### Clock network drawn from the DEF, run 1

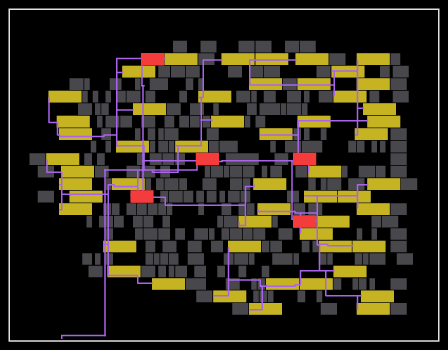
### Track usage over the die, run 1

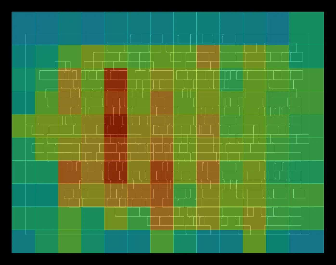
### Gate-type map, run 1

The bar under the picture is 20 µm long.
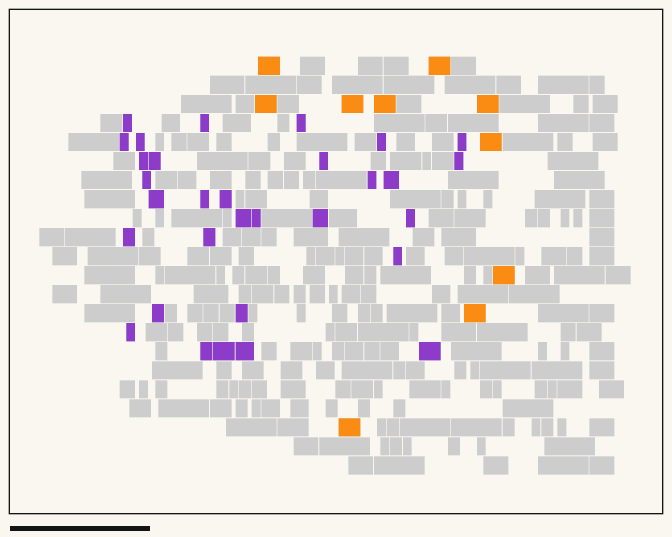
### Routed metal, one colour a layer, run 1

The bar under the picture is 20 µm long.
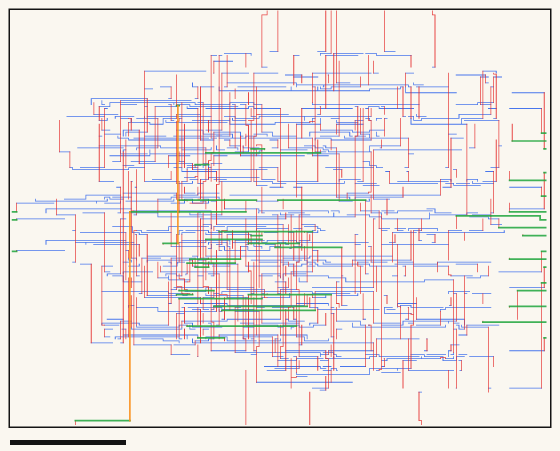
Design hdmi_timing_gen_flat, sky130hd; sources not shown.
==> flow_results.xml, run 1 <==
<?xml version="1.0" encoding="UTF-8"?>
<metrics>
  <group name="run_status">
    <metric name="status" unit="">completed</metric>
  </group>
  <group name="critical_path">
    <metric name="crit_top_cell" unit="">sky130_fd_sc_hd__or4_4</metric>
    <metric name="worst_setup_path_start_kind" unit="">register</metric>
    <metric name="critical-path-top-delay-family" unit="">simple AND/OR/NAND/NOR gates</metric>
    <metric name="crit_chain" unit="">or4_4 &gt; or4_4 &gt; or4_1 &gt; a21oi_1</metric>
    <metric name="rrSetupSlack" unit="ps">150</metric>
    <metric name="critical_path.endpoint_type" unit="">register</metric>
  </group>
  <group name="floorplan">
    <metric name="die_footprint" unit="µm²">6700</metric>
    <metric name="chipHeight" unit="µm">71.9</metric>
    <metric name="fp.dieW" unit="µm">93.2</metric>
  </group>
  <group name="synthesis">
    <metric name="area_leaders" unit="">sky130_fd_sc_hd__dfxtp_1, sky130_fd_sc_hd__nand2_1, sky130_fd_sc_hd__a22o_1</metric>
    <metric name="synth_dominant_cell_count" unit="">sky130_fd_sc_hd__dfxtp_1</metric>
    <metric name="synthArstFlopShare" unit="%">0</metric>
    <metric name="synth_sequential_area_ratio" unit="%">47.5</metric>
    <metric name="enable_flop_cells" unit="">0</metric>
  </group>
  <group name="power">
    <metric name="cellPowerDensity" unit="nW/µm²">553</metric>
  </group>
  <group name="place">
    <metric name="placed_cells_incl_taps" unit="">355</metric>
    <metric name="estimated_wirelength_of_the_detail_placed_design" unit="µm">3840</metric>
  </group>
  <group name="sta">
    <metric name="hold_viol" unit="">0</metric>
    <metric name="final_report_setup_violation_count" unit="">0</metric>
    <metric name="max_clock_freq" unit="MHz">464</metric>
    <metric name="report.final.slew_viol_count" unit="">0</metric>
    <metric name="min_period" unit="ps">2150</metric>
  </group>
  <group name="drt">
    <metric name="route.met3.wl" unit="µm">325</metric>
    <metric name="initial_drt_markers" unit="">128</metric>
  </group>
  <group name="clocking">
    <metric name="clock-root-buffer" unit="">sky130_fd_sc_hd__clkbuf_8</metric>
    <metric name="cts_repair_resize_count" unit="">0</metric>
    <metric name="htreeDepth" unit="">2</metric>
    <metric name="clk_lat_worst_skew" unit="ps">300</metric>
  </group>
  <group name="final_layout">
    <metric name="count_of_inserted_antenna_diode_cells" unit="">0</metric>
    <metric name="drive_above_1_share" unit="%">9.62</metric>
    <metric name="area_delta_synth_final" unit="%">24.9</metric>
  </group>
  <group name="min_path">
    <metric name="min_delay_path_depth" unit="">2</metric>
  </group>
  <group name="job">
    <metric name="tool_warnings" unit="">28</metric>
  </group>
</metrics>
Back to the opening pictures, 'Clock network drawn from the DEF':
Key: clock-net drivers = red [count 5]; clock wires = purple [length 598 µm]; flip-flops = yellow [count 53]
Position of the flops: all over the die. There are 6 routed clock nets.
fraction of power consumed by the clock network: 34.1%
Fin Clk Skew: 9.46 ps

Back to the opening pictures, 'Track usage over the die':
Most Used Layer, Global Route: met1
global-route usage over all layers: 16.1%
fraction of met3 tracks used by global routing: 3.11%
met1 Use GR: 24.8%

Back to the opening pictures, 'Gate-type map':
Key: nor cells = purple [cells 31]; non-inverting ao/oa cells = orange [cells 10]
logic gate fraction of the total cell area: 37.1%
number of non-filler instances in the completed layout: 363

Back to the opening pictures, 'Routed metal, one colour a layer':
Key: M4 = orange [wire length 59.8 µm]; M3 = green [wire length 325 µm]; M2 = red [wire length 2010 µm]; M1 = blue [wire length 2770 µm]
total via count in the routed design: 1921
routed wire length: 5160 µm
routed length per placed instance: 14.2 µm

## run 1: area by class of cell
type	instances	area [µm²]
fill	497	2280
sequential	53	1060
multi-input combinational	167	1040
timing repair buffer	49	458
tap	72	90.1
clock buffer	5	68.8
inverter	14	52.6
clock inverter	3	22.5
## run 1: report_power, final
part           switching [mW]  total, mW  internal (mW)  leakage [nW]
Combinational          0.0456     0.0805         0.0348         0.500
Sequential            0.00728      0.935          0.928         0.428
Clock                   0.310      0.527          0.217        0.0481
## run 1: cell families after synthesis
kind of cell             share of synthesized area, %
AND-OR/OR-AND                                    14.1
XOR/XNOR                                         4.31
adder cells (fa/ha/maj)                          2.24
buffers and inverters                            6.27
flip-flops                                       47.5
multiplexers                                    0.896
AND/OR/NAND/NOR                                  24.7
### Placement density heat map, run 1

9 x 7 tiles, from dark blue (low) to red (high), 0 to 100% covered.
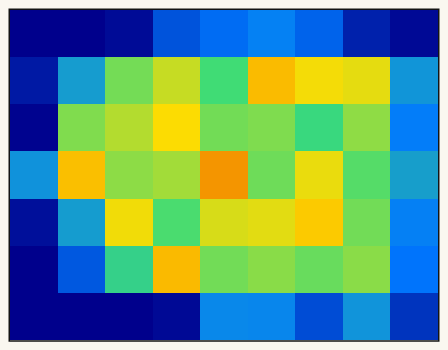

==> inputs of run 2 (changes only) <==
==> constraint.sdc (replaced) <==
create_clock -name clk -period 2.3 [get_ports clk]
set_input_delay 0.69 -clock clk [delete_from_list [all_inputs] [get_ports clk]]
set_output_delay 0.69 -clock clk [all_outputs]
set_load 0.01 [all_outputs]
### Placement density heat map, run 2

9 x 7 tiles, from dark blue (low) to red (high), 0 to 100% covered.
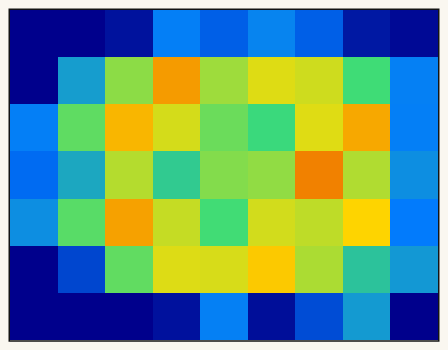
The fullest tile reaches 85%. The mean over all tiles is 41%. The emptiest ninth of the die: lower left. 14% of the tiles are nearly empty. 11% of the tiles are over 75% full.
Initial Util: 44.1%
CORE AREA: 5060 µm²
final core utilization: 55.9%

==> flow_results.xml, run 2 <==
<?xml version="1.0" encoding="UTF-8"?>
<metrics>
  <group name="power">
    <metric name="pg_seq" unit="mW">0.935</metric>
    <metric name="switching_power_summed_over_all_nets" unit="mW">0.364</metric>
    <metric name="power.clock.total" unit="mW">0.636</metric>
    <metric name="seq_power_share" unit="%">56.4</metric>
    <metric name="switching_share_of_power" unit="%">21.9</metric>
    <metric name="p_clk_share" unit="%">38.3</metric>
    <metric name="internal_power" unit="mW">1.30</metric>
    <metric name="top_power_group" unit="">sequential cells</metric>
    <metric name="combinationalPower" unit="mW">0.0881</metric>
  </group>
  <group name="critical_path">
    <metric name="rrSetupSlack" unit="ps">120</metric>
    <metric name="crit_chain" unit="">clkdlybuf4s50_1 &gt; nand4_1 &gt; or4_1 &gt; or4_1 &gt; a21oi_1</metric>
    <metric name="critical-path-top-delay-family" unit="">simple AND/OR/NAND/NOR gates</metric>
    <metric name="worst_setup_path_start_kind" unit="">primary input</metric>
    <metric name="crit_top_cell" unit="">sky130_fd_sc_hd__or4_1</metric>
  </group>
  <group name="synthesis">
    <metric name="synthArstFlopShare" unit="%">0</metric>
    <metric name="synth_compound_gate_area_share" unit="%">14.1</metric>
    <metric name="ys_top_logic_family" unit="">simple AND/OR/NAND/NOR gates</metric>
    <metric name="ys_sh_adder" unit="%">2.24</metric>
    <metric name="area_leaders" unit="">sky130_fd_sc_hd__dfxtp_1, sky130_fd_sc_hd__nand2_1, sky130_fd_sc_hd__a22o_1</metric>
    <metric name="enable_flop_cells" unit="">0</metric>
  </group>
  <group name="drt">
    <metric name="route.vias.total" unit="">1937</metric>
    <metric name="initial_drt_markers" unit="">159</metric>
    <metric name="routed_length_per_placed_instance" unit="µm">14.3</metric>
    <metric name="route.met3.wl" unit="µm">394</metric>
    <metric name="route.final.wire_length" unit="µm">5230</metric>
  </group>
  <group name="sta">
    <metric name="hold_viol" unit="">0</metric>
  </group>
  <group name="global_routing">
    <metric name="most_used_layer_global_route" unit="">met1</metric>
    <metric name="grt_util_met1" unit="%">26.2</metric>
  </group>
  <group name="job">
    <metric name="tool_warnings" unit="">28</metric>
  </group>
  <group name="floorplan">
    <metric name="fp.dieW" unit="µm">93.2</metric>
    <metric name="die_footprint" unit="µm²">6700</metric>
    <metric name="chipHeight" unit="µm">71.9</metric>
  </group>
  <group name="final_layout">
    <metric name="mi_logic_area" unit="µm²">1030</metric>
    <metric name="area_delta_synth_final" unit="%">26.8</metric>
  </group>
  <group name="clocking">
    <metric name="clk_lat_worst_skew" unit="ps">310</metric>
  </group>
  <group name="run_status">
    <metric name="status" unit="">completed</metric>
  </group>
  <group name="place">
    <metric name="estimated_wirelength_of_the_detail_placed_design" unit="µm">3840</metric>
  </group>
</metrics>
run 2: netlist changes by cell type in the layout (fill, tap and decap cells not counted):
cell | before | now
sky130_fd_sc_hd__buf_12 | 1 | 2
sky130_fd_sc_hd__buf_4 | 17 | 18
sky130_fd_sc_hd__bufinv_16 | 0 | 1
sky130_fd_sc_hd__clkbuf_1 | 0 | 1
sky130_fd_sc_hd__clkinv_2 | 1 | 0
sky130_fd_sc_hd__clkinv_4 | 2 | 1
sky130_fd_sc_hd__or4_1 | 1 | 2
sky130_fd_sc_hd__or4_4 | 2 | 1
run 2: area by class of cell:
cell class | instances | area share [%]
Clock buffer | 6 | 2.56
Multi-Input combinational cell | 167 | 36.4
Inverter | 14 | 1.86
Timing Repair Buffer | 51 | 17.1
Sequential cell | 53 | 37.5
Clock inverter | 2 | 1.37
Tap cell | 72 | 3.18
Power figures rest on the tool's default switching activity, not on a simulated workload.
